## src/rtl/reaction_timer_if.sv

```systemverilog
// Result channel of the reaction timer.
// Carries the measured reaction count and its qualifiers from the timer
// (master) to the consuming game logic (slave) over a valid/ready handshake.
//   result        N-bit reaction count, all-ones on false start or timeout
//   result_valid  result available, held until accepted
//   result_ready  consumer accepts when high together with result_valid
//   false_start   qualifies the current result: press seen before/with go
//   timeout       qualifies the current result: count saturated, no press
interface reaction_timer_if #(
    parameter int N = 16
);
    logic [N-1:0] result;
    logic         result_valid;
    logic         result_ready;
    logic         false_start;
    logic         timeout;

    modport master (
        output result,
        output result_valid,
        output false_start,
        output timeout,
        input  result_ready
    );

    modport slave (
        input  result,
        input  result_valid,
        input  false_start,
        input  timeout,
        output result_ready
    );
endinterface

```

## src/rtl/reaction_timer.sv

```systemverilog
// Reaction timer: once armed it waits for the countdown's zero level (go),
// then counts prescaled ticks until the first rising edge of press and
// hands the count over the result channel. A press before or with go is
// reported as a false start, and a saturated count as a timeout.
// Ports:
//   clk      system clock, rising edge
//   n_reset  asynchronous active-low reset
//   arm      one-cycle trial request, honoured only when idle
//   go       countdown reached zero (level)
//   press    button level, already synchronised to clk
//   busy     high whenever a trial is in progress or a result is pending
//   res      result channel (master side)
module reaction_timer #(
    parameter int N        = 16,
    parameter int PRESCALE = 1000
) (
    input  logic               clk,
    input  logic               n_reset,
    input  logic               arm,
    input  logic               go,
    input  logic               press,
    output logic               busy,
    reaction_timer_if.master   res
);

    localparam int              PW       = (PRESCALE > 1) ? $clog2(PRESCALE) : 1;
    localparam logic [PW-1:0]   PRE_LAST = PW'(PRESCALE - 1);
    localparam logic [N-1:0]    CNT_MAX  = '1;

    typedef enum logic [1:0] {
        IDLE,
        WAIT_GO,
        TIMING,
        DONE
    } state_t;

    state_t        state;
    state_t        state_next;

    logic          press_q;
    logic          rise;
    logic          wrap;
    logic          saturate;
    logic          accept;
    logic [PW-1:0] presc;
    logic [N-1:0]  count;

    logic [N-1:0]  result_d;
    logic          false_start_d;
    logic          timeout_d;

    // Only rising edges count, so a button held since before the trial
    // never registers until it has been released and pressed again.
    assign rise     = press & ~press_q;
    assign wrap     = (presc == PRE_LAST);
    assign saturate = wrap && (count == CNT_MAX);
    assign accept   = res.result_valid & res.result_ready;

    always_ff @(posedge clk or negedge n_reset) begin
        if (!n_reset) begin
            state <= IDLE;
        end else begin
            state <= state_next;
        end
    end

    always_comb begin
        state_next = state;
        case (state)
            IDLE: begin
                if (arm) begin
                    state_next = WAIT_GO;
                end
            end
            WAIT_GO: begin
                // A rise checked before go makes a coincident press a false start.
                if (rise) begin
                    state_next = DONE;
                end else if (go) begin
                    state_next = TIMING;
                end
            end
            TIMING: begin
                if (rise || saturate) begin
                    state_next = DONE;
                end
            end
            DONE: begin
                if (accept) begin
                    state_next = IDLE;
                end
            end
            default: state_next = IDLE;
        endcase
    end

    always_comb begin
        result_d      = res.result;
        false_start_d = res.false_start;
        timeout_d     = res.timeout;
        case (state)
            WAIT_GO: begin
                if (rise) begin
                    result_d      = '1;
                    false_start_d = 1'b1;
                    timeout_d     = 1'b0;
                end
            end
            TIMING: begin
                // Rise takes priority over a coincident wrap and reports the
                // count as it stood before the increment.
                if (rise) begin
                    result_d      = count;
                    false_start_d = 1'b0;
                    timeout_d     = 1'b0;
                end else if (saturate) begin
                    result_d      = '1;
                    false_start_d = 1'b0;
                    timeout_d     = 1'b1;
                end
            end
            DONE: begin
                // result keeps its last value after hand-off; only the
                // qualifiers are cleared.
                if (accept) begin
                    false_start_d = 1'b0;
                    timeout_d     = 1'b0;
                end
            end
            default: ;
        endcase
    end

    always_ff @(posedge clk or negedge n_reset) begin
        if (!n_reset) begin
            press_q          <= 1'b0;
            res.result       <= '0;
            res.false_start  <= 1'b0;
            res.timeout      <= 1'b0;
            res.result_valid <= 1'b0;
            busy             <= 1'b0;
        end else begin
            press_q          <= press;
            res.result       <= result_d;
            res.false_start  <= false_start_d;
            res.timeout      <= timeout_d;
            res.result_valid <= (state_next == DONE);
            busy             <= (state_next != IDLE);
        end
    end

    // Prescaler and count are held at zero while waiting so that the first
    // TIMING cycle starts from a clean zero.
    always_ff @(posedge clk or negedge n_reset) begin
        if (!n_reset) begin
            presc <= '0;
            count <= '0;
        end else if (state == WAIT_GO) begin
            presc <= '0;
            count <= '0;
        end else if (state == TIMING) begin
            if (wrap) begin
                presc <= '0;
                if (count != CNT_MAX) begin
                    count <= count + 1'b1;
                end
            end else begin
                presc <= presc + 1'b1;
            end
        end
    end

endmodule

```

## src/flat_wrapper.sv

```systemverilog
// flat-port wrapper written by rule: the top's interface ports become plain ports
module reaction_timer_flat 
#(
    parameter int N        = 16,
    parameter int PRESCALE = 1000
)
  (clk, n_reset, arm, go, press, busy, res_result, res_result_valid, res_false_start, res_timeout, res_result_ready);
  reaction_timer_if #(.N(N)) res_i ();
  input  logic clk;
  input  logic n_reset;
  input  logic arm;
  input  logic go;
  input  logic press;
  output logic busy;
  output wire logic [$bits(res_i.result)-1:0] res_result;
  output wire logic [$bits(res_i.result_valid)-1:0] res_result_valid;
  output wire logic [$bits(res_i.false_start)-1:0] res_false_start;
  output wire logic [$bits(res_i.timeout)-1:0] res_timeout;
  input wire logic [$bits(res_i.result_ready)-1:0] res_result_ready;
  assign res_result = res_i.result;
  assign res_result_valid = res_i.result_valid;
  assign res_false_start = res_i.false_start;
  assign res_timeout = res_i.timeout;
  assign res_i.result_ready = res_result_ready;
  reaction_timer #(.N(N), .PRESCALE(PRESCALE)) u_core (.clk(clk), .n_reset(n_reset), .arm(arm), .go(go), .press(press), .busy(busy), .res(res_i));
endmodule
```

## config.mk

```make
export PLATFORM = sky130hd
export DESIGN_NAME = reaction_timer_flat
export DESIGN_NICKNAME = d
export VERILOG_FILES = /design/src/rtl/reaction_timer_if.sv /design/src/rtl/reaction_timer.sv /design/src/flat_wrapper.sv
export SDC_FILE = /design/constraint.sdc
export NUM_CORES = 1
export LEC_CHECK = 0
export ABC_CLOCK_PERIOD_IN_PS = 3200
export CAP_MARGIN = 20
export CELL_PAD_IN_SITES_DETAIL_PLACEMENT = 0
export CELL_PAD_IN_SITES_GLOBAL_PLACEMENT = 2
export CORE_MARGIN = 2
export CORE_UTILIZATION = 41
export CTS_BUF_LIST = sky130_fd_sc_hd__clkbuf_4
export DETAILED_ROUTE_END_ITERATION = 10
export DONT_BUFFER_PORTS = 1
export PLACE_DENSITY_LB_ADDON = 0.15
export SYNTH_ARGS = -nofsm -noshare
export SYNTH_HDL_FRONTEND = slang
export SYNTH_SLANG_ARGS = --single-unit
```

## constraint.sdc

```tcl
create_clock -name clk -period 3.2 [get_ports clk]
set_input_delay 0.8 -clock clk [delete_from_list [all_inputs] [get_ports clk]]
set_output_delay 0.8 -clock clk [all_outputs]
set_load 0.01 [all_outputs]
```

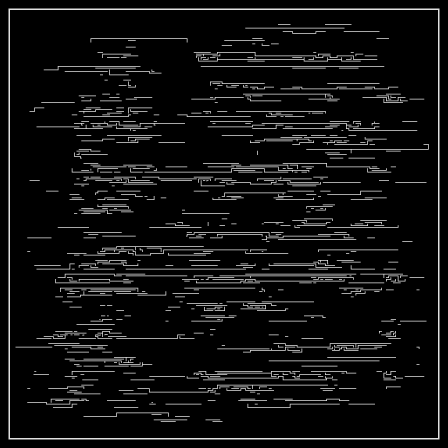
(run_1/layer_met1.png)
- longest straight run: 35.9 µm
- main direction: horizontal

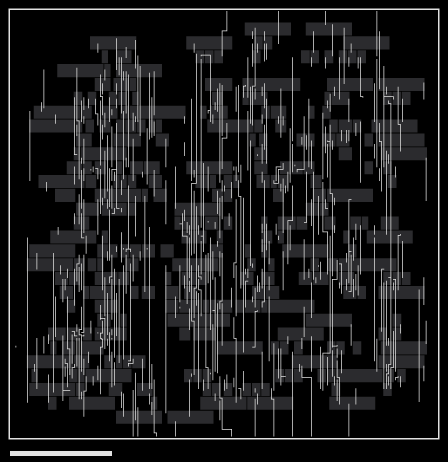
(run_1/layer_met2.png)
The bar under the picture is 20 µm long. Cells faint in the background.
- nets with wire on the layer: 226
- longest straight run: 51.2 µm
- main direction: vertical
- share of all routed wire: 48%
- wire length on this layer: 2910 µm
DR vias: 2132
met2 Track Usage GR: 29.75%
Routed WL: 6035 µm

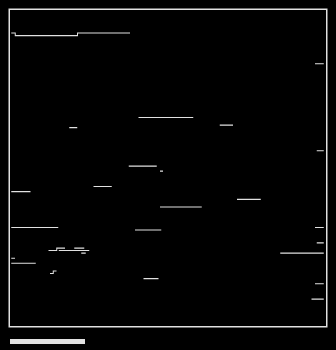
(run_1/layer_met3.png)
The bar under the picture is 20 µm long.
- main direction: horizontal
- share of all routed wire: 2.6%
- wire length on this layer: 157 µm
- nets with wire on the layer: 23
met3 usage: 3.561%

[run 1: flip-flops by register name, summed over array words and instances (netlist names)]
register	flops
u_core.busy	1
u_core.count	16
u_core.presc	10
u_core.press_q	1
u_core.res.false_start	1
u_core.res.result	16
u_core.res.result_valid	1
u_core.res.timeout	1
u_core.state	2
[run 1: layout make-up]
cell class | count | area share (%)
repair buffers | 8 | 2.175
inverters | 14 | 1.903
flip-flops and latches | 49 | 44.40
well taps | 77 | 3.489
multi-input cells | 208 | 46.22
clock buffers | 5 | 1.359
clock inverters | 3 | 0.4531
[run 1: report_power, final]
group	switching [mW]	total [mW]	internal [mW]
combinational	0.482	0.773	0.291
clock	0.191	0.272	0.0800
sequential	0.157	0.910	0.753
total	0.830	1.95	1.12
==> impl_metrics.ini, run 1 <==
; flow metrics
[run_status]
outcome = finished clean

[sta]
tightest_slew_ns = 0.8019
period_needed_ns = 2.474
slew_headroom_pct = 46.54
fin_skew_ns = 0.01687
post-route-period-util_pct = 77.31
tns_ns = 0
hold_ws_ns = 0.1101
finalHoldViolCount = 0
setup_viol = 0
fmax_ghz = 0.4042
slew_viol_final = 0
fin_ws_ns = 0.7262
rsz0062_at_grt = false

[critical_path]
cp_slowest_cell = o31a_1
required_ns = 3.45
path_class = reg -> reg
worstSetupPathDepth = 6
r2r-end = u_core.count[1]$_DFFE_PN0P_
reg2reg_depth = 6
crit_start = u_core.state[0]$_DFF_PN0_
crit_path_max_fanout = 21
critical_path.max_stage_delay_ns = 0.67
cp_num_buf_inv = 1
r2r_slack_ns = 0.73
arrival_ns = 2.72
cp-start-kind = flip-flop
path_delay_family = AND-OR/OR-AND gates
endpoint_kind = flip-flop
crit_path_end = u_core.count[1]$_DFFE_PN0P_
r2r-start = u_core.state[0]$_DFF_PN0_
crit_chain = inv_1, ha_1, nand2_1, o31a_1, a21o_1, mux2_2

[clock_network]
h-tree-depth = 2
numCtsBuffers = 5
post_cts_buffers = 0
cts_sinks = 49
cts_root_buf = clkbuf_4
cts_tree = built
clkTransAtPathRegs_ns = 0.15
cts_hold_buf = 0
worstSkewPairLatency_ns = 0.36
ctsResizeCount = 0
clock_path_buffers = 2

[placed_design]
place_ws_ns = 0.7559
port_buffers = 0
gp_congestion = 0.7986
dp_hpwl_um = 4050
postPlaceCellArea_um2 = 2711
dp.cells = 356

[synth]
synth_seq_share_pct = 46.76
ys_top_cells_by_area = dfrtp_1 47%, o21ai_0 11%, ha_1 2.9%
edf_count = 0
yosysWarnings = 0
top_logic_kind = AND-OR/OR-AND gates
synthMuxAreaShare_pct = 3.149
ys.flops = 49
syn-cell-area_um2 = 2623
ys_async_sr_fraction_pct = 100.0
yosysMostFrequentCell = o21ai_0
xor_area_share_pct = 1.670
synth_top_cell_by_area = dfrtp_1
synth_adder_area_share_pct = 2.863
synth_area_per_cell_um2 = 9.170
synth_cell_type_count = 46
ys_cells = 286
yosys.area_share.simple_pct = 17.80
synth_top_area_share_pct = 46.76
aoi_share_pct = 23.19
syn_nets = 298
dominantRegCellSynth = dfrtp_1
netlist_instances = 286
yosys-top-cells-count = 60 x o21ai_0, 49 x dfrtp_1, 17 x nand2_1, 15 x nor2_1, 14 x inv_1
ys_area_um2 = 2623

[detailed_routing]
highest_layer = met4
dr_wl_met2_um = 2912
drt-wirelength-per-cell_um = 16.58
drt-initial-drc-count = 107
final_antenna_net_count = 0
dr.pass1.iters = 6
wirelength_met1_um = 2900
wl_met3_um = 156
drc = 0
via_per_inst = 5.857

[floorplan]
die_w_um = 83.98
chipArea_um2 = 7052
dieHeight_um = 83.98
core_um2 = 6277
fp-utilization_pct = 41.78
rows = 29
ioPinCount = 26

[final_layout]
final_area_um2 = 2761
stdcell_count = 364
fill_cells = 649
final_util_pct = 43.99
layout_top_cell = o21ai_0
area_delta_synth_final_pct = 5.296
seqCellArea_um2 = 1226
layout.area.comb_um2 = 1276
antenna_cells = 0
final_net_count = 298
drive_gt1_share_pct = 6.620
lay_top_cells = 60 x o21ai_0, 49 x dfrtp_1, 17 x nand2_1

[power_and_ir_drop]
total_power_mw = 1.954
power_density_nw_per_um2 = 707.6
ir_worst_vdd_v = 0.0003234
power_leakage_nw = 1.054

[grt]
track_usage_pct = 18.20
grt_pass1_vias = 2123
busiest_layer = met2
grt-ovfl-total = 0
grt_pass1_wl_um = 10410
antenna_found_initial = 0
use_met1_pct = 24.95
grt_max_degree = 50

[flow_run]
tool_warnings = 29
maxCapViolCount = 0

[min_path]
holdCritPathClass = in -> async
==> run_1/detail.png <==
The bar under the picture is 5 µm long. Window x 11 to 31, y 53 to 73 µm. Cells in gray, sequential cells in the stronger gray; small squares are vias.
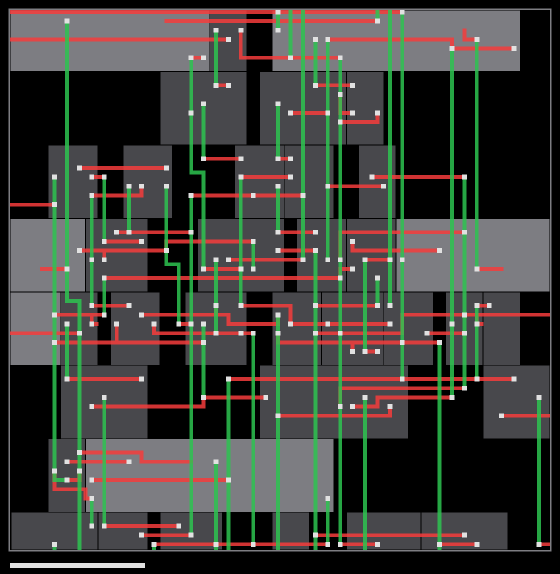

==> run 1 -> run 2 <==
--- a/config.mk
+++ b/config.mk
@@ -5,7 +5,7 @@
 export SDC_FILE = /design/constraint.sdc
 export NUM_CORES = 1
 export LEC_CHECK = 0
-export ABC_CLOCK_PERIOD_IN_PS = 3200
+export ABC_CLOCK_PERIOD_IN_PS = 2500
 export CAP_MARGIN = 20
 export CELL_PAD_IN_SITES_DETAIL_PLACEMENT = 0
 export CELL_PAD_IN_SITES_GLOBAL_PLACEMENT = 2
==> constraint.sdc (replaced) <==
create_clock -name clk -period 2.5 [get_ports clk]
set_input_delay 0.625 -clock clk [delete_from_list [all_inputs] [get_ports clk]]
set_output_delay 0.625 -clock clk [all_outputs]
set_load 0.01 [all_outputs]
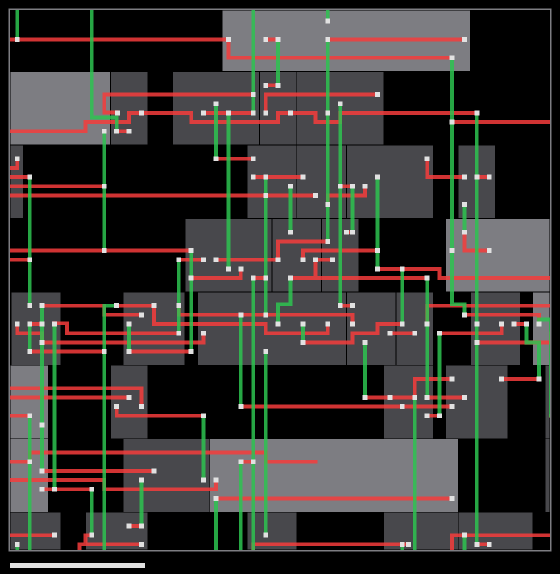
(run_2/detail.png)
The bar under the picture is 5 µm long. Window x 11 to 31, y 53 to 73 µm. Cells in gray, sequential cells in the stronger gray; small squares are vias.
- metal 2: green
- metal 1: red
- sequential cells in the window: 2
- cells with their middle in the window: 28
- most frequent: nor3_1 (4), nor2_1 (4), xnor2_1 (3)
- netlist names of flops here include: u_core.presc (2)

==> run 2 against run 1 <==
Effect of this change:
- area after synthesis unchanged
- sequential power up 27%
- synthesized cell count unchanged
- clock-buffer cell count up 1
- die area unchanged
- sequential share of layout area down 0.89 points
- wire length down 0.58%
- critical endpoint is now u_core.count[0]$_DFFE_PN0P_
- largest cell class unchanged
==> impl_metrics.ini, run 2 <==
; flow metrics
[final_layout]
clk_share_pct = 1.732
inv_count = 14
nonClkBufAreaFrac_pct = 4.174
n_all_buffers = 13
sh_seq_area_pct = 43.52
layout.area.comb_um2 = 1276
area_delta_synth_final_pct = 7.443
drive_gt1_share_pct = 8.247
antenna_cells = 0
lay_top_cells = 60 x o21ai_0, 49 x dfrtp_1, 17 x nand2_1
final_net_count = 303
final_util_pct = 44.89
seqCellArea_um2 = 1226
stdcell_count = 368

[sta]
period_needed_ns = 2.258
fmax_ghz = 0.4428
setup_viol = 0
fin_ws_ns = 0.2416
tns_ns = 0
rsz0062_at_grt = false
finalHoldViolCount = 0
fin_skew_ns = 0.01006
hold_ws_ns = 0.1014

[floorplan]
nWellTaps = 77
dieHeight_um = 83.98
rows = 29
fp-utilization_pct = 41.78
core_um2 = 6277

[synth]
edf_count = 0
ys_async_sr_fraction_pct = 100.0
netlist_instances = 286
aoi_share_pct = 23.19
syn-cell-area_um2 = 2623
ys.flops = 49
ys_area_um2 = 2623
yosysWarnings = 0
xor_area_share_pct = 1.670
synth_top_cell_by_area = dfrtp_1

[grt]
busiest_layer = met2
grt_pass1_wl_um = 10210
use_met2_pct = 29.67
use_met1_pct = 23.55
use_met3_pct = 3.561

[clock_network]
ctsResizeCount = 0
post_cts_buffers = 0
cts_tree = built
worstSkewPairLatency_ns = 0.35
clkTransAtPathRegs_ns = 0.14
cts_root_buf = clkbuf_4

[run_status]
outcome = finished clean

[min_path]
holdCritPathClass = in -> async

[detailed_routing]
dr.pass1.iters = 4
drt-wirelength-per-cell_um = 16.30
wirelength_met1_um = 2878
wl_met3_um = 153
highest_layer = met4
drt-initial-drc-count = 155

[placed_design]
place_ws_ns = 0.2411

[critical_path]
cp_slowest_cell = o31a_1
crit_path_max_fanout = 17
reg2reg_depth = 7
cp-start-kind = flip-flop
arrival_ns = 2.55

[power_and_ir_drop]
power_leakage_nw = 1.086
power_density_nw_per_um2 = 905.7

[flow_run]
tool_warnings = 29
-- run 2: cell count changes in the layout (fill, tap and decap cells not counted) --
| cell | previous run | this run |
|---|---|---|
| buf_16 | 0 | 1 |
| buf_4 | 8 | 12 |
| clkbuf_4 | 5 | 6 |
| clkinv_1 | 2 | 1 |
| clkinv_2 | 1 | 0 |
-- run 2: where the power goes --
group          switching [mW]  internal, mW
sequential              0.198         0.963
clock                   0.238         0.114
combinational           0.628         0.411
-- run 2: worst max-delay path: cells and delay by family, from the launching register on --
kind / cells / cell delay, ns
simple gates: 1 / 0.12
flops: 1 / 0.45
buf+inv: 2 / 0.33
compound gates: 3 / 0.98
fa+ha+maj: 1 / 0.33
-- run 2: kinds of logic after synthesis --
family,Yosys count
compound gates,101
xor+xnor,5
fa+ha+maj,6
buf+inv,29
flops,49
mux,8
simple gates,88
==> run_2/layer_met1.png <==
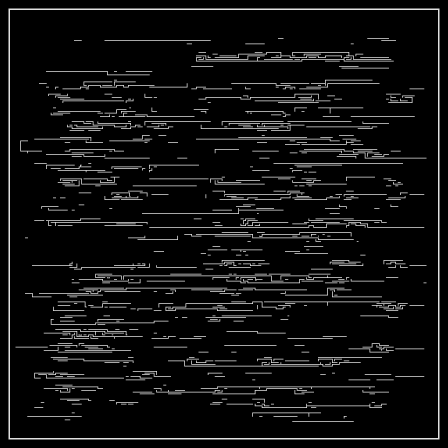

==> run 2 -> run 3 <==
--- a/config.mk
+++ b/config.mk
@@ -10,8 +10,8 @@
 export CELL_PAD_IN_SITES_DETAIL_PLACEMENT = 0
 export CELL_PAD_IN_SITES_GLOBAL_PLACEMENT = 2
 export CORE_MARGIN = 2
-export CORE_UTILIZATION = 41
-export CTS_BUF_LIST = sky130_fd_sc_hd__clkbuf_4
+export CORE_UTILIZATION = 39
+export CTS_BUF_LIST = sky130_fd_sc_hd__clkbuf_4 sky130_fd_sc_hd__clkbuf_8 sky130_fd_sc_hd__clkbuf_16
 export DETAILED_ROUTE_END_ITERATION = 10
 export DONT_BUFFER_PORTS = 1
 export PLACE_DENSITY_LB_ADDON = 0.15
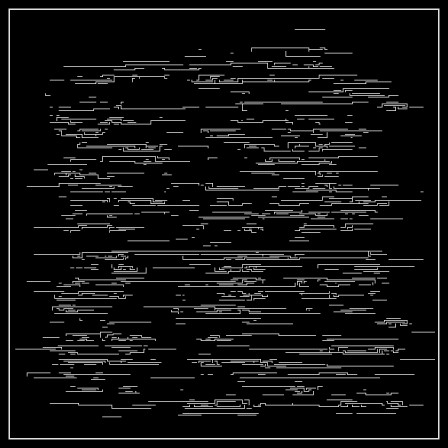
(run_3/layer_met1.png)
- share of all routed wire: 48%
- wire length on this layer: 3070 µm
- longest straight run: 54.3 µm
- main direction: horizontal

==> run 3 against run 2 <==
Effect of this change:
- fmax is 0.32% lower
- first-iteration DRC count is 1.3% lower
- clock-buffer cell count is 1 higher
- sequential share of layout area is 1.0 points lower
- highest routed layer unchanged
- critical path type unchanged
- sequential power hardly changed
- wire length is 5.9% higher
- area after synthesis stayed put
- via count is 1.4% higher
- die area is 4.9% higher
- critical path depth is 1 lower
- power is 11% higher
- clock skew is 0.0014 ns higher
==> impl_metrics.ini, run 3 <==
; flow metrics
[run_status]
outcome = finished clean

[flow_run]
tool_warnings = 29
maxCapViolCount = 0

[synth]
dominantRegCellSynth = dfrtp_1
synth_area_per_cell_um2 = 9.170
ys_async_sr_fraction_pct = 100.0
yosys-top-cells-count = 60 x o21ai_0, 49 x dfrtp_1, 17 x nand2_1, 15 x nor2_1, 14 x inv_1
ys_top_cells_by_area = dfrtp_1 47%, o21ai_0 11%, ha_1 2.9%
synth_cell_type_count = 46
synth_top_area_share_pct = 46.76
ys_area_um2 = 2623
synth_seq_share_pct = 46.76
syn-cell-area_um2 = 2623
ys.flops = 49
netlist_instances = 286
edf_count = 0
yosysMostFrequentCell = o21ai_0
synth_top_cell_by_area = dfrtp_1
ys_cells = 286

[clock_network]
numCtsBuffers = 5
cts_hold_buf = 1
cts_root_buf = clkbuf_8
h-tree-depth = 2
post_cts_buffers = 0
cts_sinks = 49
clkTransAtPathRegs_ns = 0.09
cts_tree = built
clock_path_buffers = 2

[floorplan]
rows = 29
chipArea_um2 = 7396
core_um2 = 6422
die_w_um = 86
fp-utilization_pct = 40.83
ioPinCount = 26
nWellTaps = 77
dieHeight_um = 86

[power_and_ir_drop]
swShare_pct = 39.36
power_density_nw_per_um2 = 979.8
top_power_group = sequential cells
p_seq_mw = 1.17
total_power_mw = 2.826
netSwitchingPower_mw = 1.112
combPwrFrac_pct = 37.2
pg_comb_mw = 1.05
p_clk_uw = 609
seqPwrFrac_pct = 41.3
power_leakage_nw = 1.114
clock_power_share_pct = 21.5
ir_worst_vdd_v = 0.0004381
intPower_mw = 1.714

[grt]
grt_max_degree = 40
antenna_found_initial = 0
track_usage_pct = 18.30
grt-ovfl-total = 0

[sta]
fin_skew_ns = 0.01146
hold_ws_ns = 0.1439
finalHoldViolCount = 0
rsz0062_at_grt = false
slew_headroom_pct = 56.15
post-route-period-util_pct = 90.63
tns_ns = 0
slew_viol_final = 0
period_needed_ns = 2.266
setup_viol = 0
tightest_slew_ns = 0.6578
fin_ws_ns = 0.2342

[critical_path]
r2r-start = u_core.state[0]$_DFF_PN0_
crit_chain = inv_1, ha_1, nand2_1, o31a_1, a21o_1, mux2_2
cp_num_buf_inv = 1
critical_path.max_stage_delay_ns = 0.57
crit_path_max_fanout = 17
crit_start = u_core.state[0]$_DFF_PN0_
reg2reg_depth = 6
required_ns = 2.69
cp_slowest_cell = o31a_1
path_delay_family = AND-OR/OR-AND gates
cp-start-kind = flip-flop
crit_path_end = u_core.count[1]$_DFFE_PN0P_
endpoint_kind = flip-flop
worstSetupPathDepth = 6
path_class = reg -> reg

[final_layout]
ff_count = 49
logic_gates = 208
seqCellArea_um2 = 1226
top_regs = u_core.count (16), u_core.res.result (16), u_core.presc (10)
antenna_cells = 0
area_delta_synth_final_pct = 9.972
layout.area.top_class = combinational gates
lay_top_cells = 60 x o21ai_0, 49 x dfrtp_1, 17 x nand2_1
nonClkBufAreaFrac_pct = 3.905
n_all_buffers = 13
fill_cells = 614
inv_count = 14
drive_gt1_share_pct = 8.562
layout.area.comb_um2 = 1276
sh_seq_area_pct = 42.52
clk_share_pct = 4.165
final_util_pct = 44.91
layout_top_cell = o21ai_0
final_net_count = 303
clkbuf_count = 7

[detailed_routing]
drt-initial-drc-count = 153
via_count = 2162
via_per_inst = 5.859
drt-wirelength-per-cell_um = 17.21
final_antenna_net_count = 0
drt-total-wl_um = 6351

[placed_design]
place_ws_ns = 0.2294
port_buffers = 0
dp_hpwl_um = 4216
[run 3: cell counts after synthesis]
Identical to the previous run, type by type.
[run 3: metal layers]
| metal | track usage, % | wire length (µm) | vias to the layer above |
|---|---|---|---|
| met5 | 0 | 0 | - |
| met3 | 3.465 | 210 | 7 |
| met2 | 29.67 | 3008 | 37 |
| met1 | 25.14 | 3066 | 1055 |
| met4 | 4.762 | 65 | 0 |
| li1 | - | - | 1063 |
[run 3: per-stage QoR]
stage	instances	instance area [µm²]
final	369	2884
after global routing	369	2884
after CTS	368	2874
after detailed placement	359	2734
after global placement	359	2734
after floorplan	286	2623
[run 3: logic make-up after synthesis]
group	synth area share, %
compound gates	23.19
xor+xnor	1.670
fa+ha+maj	2.863
buf+inv	4.580
flops	46.76
mux	3.149
simple gates	17.80
No activity file was given, so power comes from the tool's default toggle rates.
